==> src/rtl/serial_mag_comp.sv <==
`default_nettype none
// +----------------------------------------------------------------------------+
// | serial_mag_comp                                                            |
// | MSB-first digit-serial eq/lt/gt comparator, unsigned or two's complement.  |
// | Optional EARLY_EXIT_EN macro: finish on the first differing digit.         |
// | Revision: 1.0                                                              |
// +----------------------------------------------------------------------------+
module serial_mag_comp #(
  parameter int WIDTH = 8,
  parameter int DIGIT = 2
) (
  input  logic             clk,
  input  logic             reset,
  input  logic             start,
  input  logic             signed_md,
  input  logic [WIDTH-1:0] a,
  input  logic [WIDTH-1:0] b,
  output logic             busy,
  output logic             done,
  output logic             eq,
  output logic             lt,
  output logic             gt
);

  localparam int C_N  = WIDTH / DIGIT;
  localparam int C_CW = $clog2(C_N) + 1;
  localparam logic [C_CW-1:0]  C_LAST = C_CW'(C_N - 1);
  localparam logic [WIDTH-1:0] C_MSB  = WIDTH'(1) << (WIDTH - 1);

  localparam logic [0:0] S_IDLE = 1'b0;
  localparam logic [0:0] S_RUN  = 1'b1;

  logic [0:0]       r_state;
  logic [0:0]       w_state_nxt;
  logic [WIDTH-1:0] r_a_sh;
  logic [WIDTH-1:0] r_b_sh;
  logic [C_CW-1:0]  r_cnt;
  logic             r_decided;
  logic             r_lt_rec;
  logic             r_gt_rec;
  logic             r_done;
  logic             r_eq;
  logic             r_lt;
  logic             r_gt;

  logic [WIDTH-1:0] w_flip;
  logic [DIGIT-1:0] w_da;
  logic [DIGIT-1:0] w_db;
  logic             w_diff;
  logic             w_dlt;
  logic             w_lt_fin;
  logic             w_gt_fin;
  logic             w_finish;

  // Inverting the sign bit maps two's-complement order onto unsigned order.
  assign w_flip   = signed_md ? C_MSB : '0;
  assign w_da     = r_a_sh[WIDTH-1 -: DIGIT];
  assign w_db     = r_b_sh[WIDTH-1 -: DIGIT];
  assign w_diff   = !r_decided && (w_da != w_db);
  assign w_dlt    = (w_da < w_db);
  assign w_lt_fin = r_decided ? r_lt_rec : (w_diff & w_dlt);
  assign w_gt_fin = r_decided ? r_gt_rec : (w_diff & ~w_dlt);

`ifdef EARLY_EXIT_EN
  assign w_finish = (r_cnt == C_LAST) || w_diff;
`else
  assign w_finish = (r_cnt == C_LAST);
`endif

  always_ff @(posedge clk) begin
    if (reset) begin
      r_state <= S_IDLE;
    end else begin
      r_state <= w_state_nxt;
    end
  end

  always_comb begin
    w_state_nxt = r_state;
    case (r_state)
      S_IDLE:  if (start) w_state_nxt = S_RUN;
      S_RUN:   if (w_finish) w_state_nxt = S_IDLE;
      default: w_state_nxt = S_IDLE;
    endcase
  end

  always_ff @(posedge clk) begin
    if (reset) begin
      r_a_sh    <= '0;
      r_b_sh    <= '0;
      r_cnt     <= '0;
      r_decided <= 1'b0;
      r_lt_rec  <= 1'b0;
      r_gt_rec  <= 1'b0;
      r_done    <= 1'b0;
      r_eq      <= 1'b0;
      r_lt      <= 1'b0;
      r_gt      <= 1'b0;
    end else begin
      r_done <= 1'b0;
      if (r_state == S_IDLE) begin
        if (start) begin
          r_a_sh    <= a ^ w_flip;
          r_b_sh    <= b ^ w_flip;
          r_cnt     <= '0;
          r_decided <= 1'b0;
          r_lt_rec  <= 1'b0;
          r_gt_rec  <= 1'b0;
        end
      end else begin
        r_a_sh <= r_a_sh << DIGIT;
        r_b_sh <= r_b_sh << DIGIT;
        r_cnt  <= r_cnt + 1'b1;
        // Only the first differing digit is recorded; later digits are ignored.
        if (w_diff) begin
          r_decided <= 1'b1;
          r_lt_rec  <= w_dlt;
          r_gt_rec  <= ~w_dlt;
        end
        if (w_finish) begin
          r_done <= 1'b1;
          r_eq   <= !(r_decided || w_diff);
          r_lt   <= w_lt_fin;
          r_gt   <= w_gt_fin;
        end
      end
    end
  end

  always_comb begin
    busy = (r_state == S_RUN);
    done = r_done;
    eq   = r_eq;
    lt   = r_lt;
    gt   = r_gt;
  end

endmodule
`default_nettype wire
==> config.mk <==
export PLATFORM = sky130hd
export DESIGN_NAME = serial_mag_comp
export DESIGN_NICKNAME = d
export VERILOG_FILES = /design/src/rtl/serial_mag_comp.sv
export SDC_FILE = /design/constraint.sdc
export NUM_CORES = 1
export LEC_CHECK = 0
export CORE_MARGIN = 3
export CORE_UTILIZATION = 50
export DETAILED_ROUTE_END_ITERATION = 10
export PLACE_DENSITY = 0.85
export SYNTH_ARGS = -nofsm -noshare
export SYNTH_HDL_FRONTEND = slang
export SYNTH_SLANG_ARGS = --single-unit
==> constraint.sdc <==
create_clock -name clk -period 1.8 [get_ports clk]
set_input_delay 0.36 -clock clk [delete_from_list [all_inputs] [get_ports clk]]
set_output_delay 0.36 -clock clk [all_outputs]
set_load 0.1 [all_outputs]
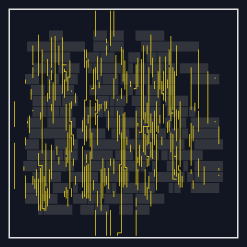
*Met2 routing*
Scale: 4 px per µm. Cells faint in the background.
main direction: vertical
wire length on this layer: 1,190 µm
nets with wire on the layer: 152
DR vias: 966
total wire length: 2.295 mm
met2 usage: 30.86%

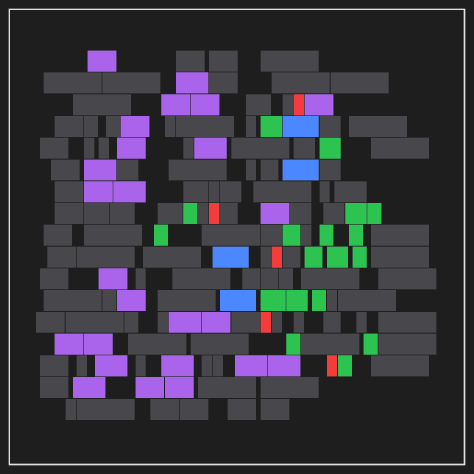
*Gate families picked out*
Scale: 8 px per µm.
| colour | family | cells |
|---|---|---|
| blue | adder and majority cells | 4 |
| red | inverters | 5 |
| purple | multiplexers | 25 |
| green | inverting AOI/OAI gates | 18 |
multi-input combinational area share: 39.78%
most frequent logic cell in the layout: dfxtp_1
final non-filler cell total: 181

==> run_results.csv <==
group,metric,value,unit
layout,drive_gt1_share,16.99,%
logic_synthesis,topCellsByArea,"dfxtp_1, mux2i_1, mux2_2",
grt,grt_util_met3,4.138,%
logic_synthesis,mux_area_share,20.43,%
drt,drcViolationCount,0,
logic_synthesis,netlist_top_cells_count,"dfxtp_1, nor2_1, mux2i_1, mux2_2, a21oi_1",
logic_synthesis,synth_top_cell_by_count,"dfxtp_1",
final_timing,final.setup_skew,0.004314,ns
floorplan,dieArea,3217,µm²
grt,first_global_vias,978,
cts,postCtsSetupRepairBufs,0,
setup_path,reg2reg_slack,0.37,ns
placed_design,place_area,1580,µm²
logic_synthesis,logic_family,"multiplexers",
grt,overflow,0,
logic_synthesis,ys_warn_count,0,
setup_path,crit_end,"lt$_SDFFE_PP0P_",
cts,clock_latency,0.33,ns
logic_synthesis,synthXorXnorAreaFrac,1.362,%
final_timing,max_freq,697.1,MHz
cts,cts_sinks,27,
power,irDropWorstVdd,0.5885,mV
layout,diodes,0,
logic_synthesis,synth_nets,154,
setup_path,critical-path-slowest-cell,"dfxtp_1",
grt,grt_pass1_wl,4.002,mm
placed_design,portBuffers,24,
logic_synthesis,synthArstFlopShare,0,%
final_timing,rsz0062_at_grt,"no",
hold_path,hold_depth,2,
placed_design,dp_hpwl,1.770,mm
grt,track_usage,15.42,%
cts,cts.path.max_buffers,2,
drt,wl_met1,989,µm
logic_synthesis,top_cell_area_share,42.02,%
logic_synthesis,synthSimpleGateAreaFrac,13.62,%
placed_design,place.gp.congestion,0.7510,
setup_path,crit_buf_inv,1,
drt,drt_iter0_drc,3,
final_timing,slew_viol_final,0,
final_timing,worstMarginPinSlew,0.3559,ns
floorplan,num_rows,17,
cts,cts_buffers,3,
setup_path,crit_family,"AND-OR/OR-AND gates",
setup_path,cp.depth,5,
cts,holdBufCountCts,0,
setup_path,cp_max_fo,7,
logic_synthesis,yosysUniqueCellTypes,31,
layout,synthToLayoutAreaGrowth,25.19,%
drt,drtPass1Iterations,4,
logic_synthesis,synth.cellmix.adderShare,3.891,%
setup_path,worst_setup_path_start_kind,"flop",
layout,final_nets,178,
setup_path,startpoint,"r_b_sh[7]$_SDFFE_PP0P_",
setup_path,arrival,1.68,ns
grt,grt_util_met1,15.78,%
final_timing,hold_viol,0,
floorplan,core,2318,µm²
floorplan,ioPinCount,25,
placed_design,dp.cells,177,
status,status,"finished clean",
power,powerDensity,718.3,nW/µm²
drt,top_layer,"met4",
hold_path,min_path_type,"flop to flop",
cts,clock-root-buffer,"clkbuf_4",
logic_synthesis,ys.flops,27,
final_timing,maxSlewHeadroom,76.20,%
layout,logic_area,640.6,µm²
setup_path,worstRegToRegCells,5,
final_timing,setup_violations,0,
grt,grt_most_used_layer,"met2",
setup_path,critPathKind,"flop to flop",
drt,postRouteAntennaNets,0,
setup_path,cpPeakStageDelay,0.36,ns
logic_synthesis,flop_cell,"dfxtp_1",
logic_synthesis,edf_count,0,
cts,htree_levels,1,
logic_synthesis,syn_inst,130,
final_timing,fin_crit_sh,79.70,%
layout,final.fill_count,185,
final_timing,whs,0.4756,ns
metrics by stage:
step	total power, mW	util (%)
after global placement	0.8879	68.16
after global routing	1.220	69.45
after floorplan	0.8249	-
after CTS	1.168	69.45
final	1.157	69.45
after detailed placement	0.9015	68.16
state kept, by name, indices dropped and copies added (netlist names):
register,count
r_cnt,3
r_decided,1
r_b_sh,8
lt,1
gt,1
r_gt_rec,1
r_lt_rec,1
done,1
busy,1
r_a_sh,8
eq,1
area by class of cell:
cell class,instances,share of cell area [%]
multi-input combinational,89,39.78
clock inverter,1,0.4662
sequential,27,33.57
inverter,5,1.166
clock buffer,3,1.399
tap,28,2.176
timing repair buffer,28,21.45
report_power, final:
group          internal [mW]  switching [mW]
logic                  0.127           0.110
clock network         0.0850           0.184
registers              0.629          0.0216
total                  0.841           0.316
No activity file was given, so power comes from the tool's default toggle rates.
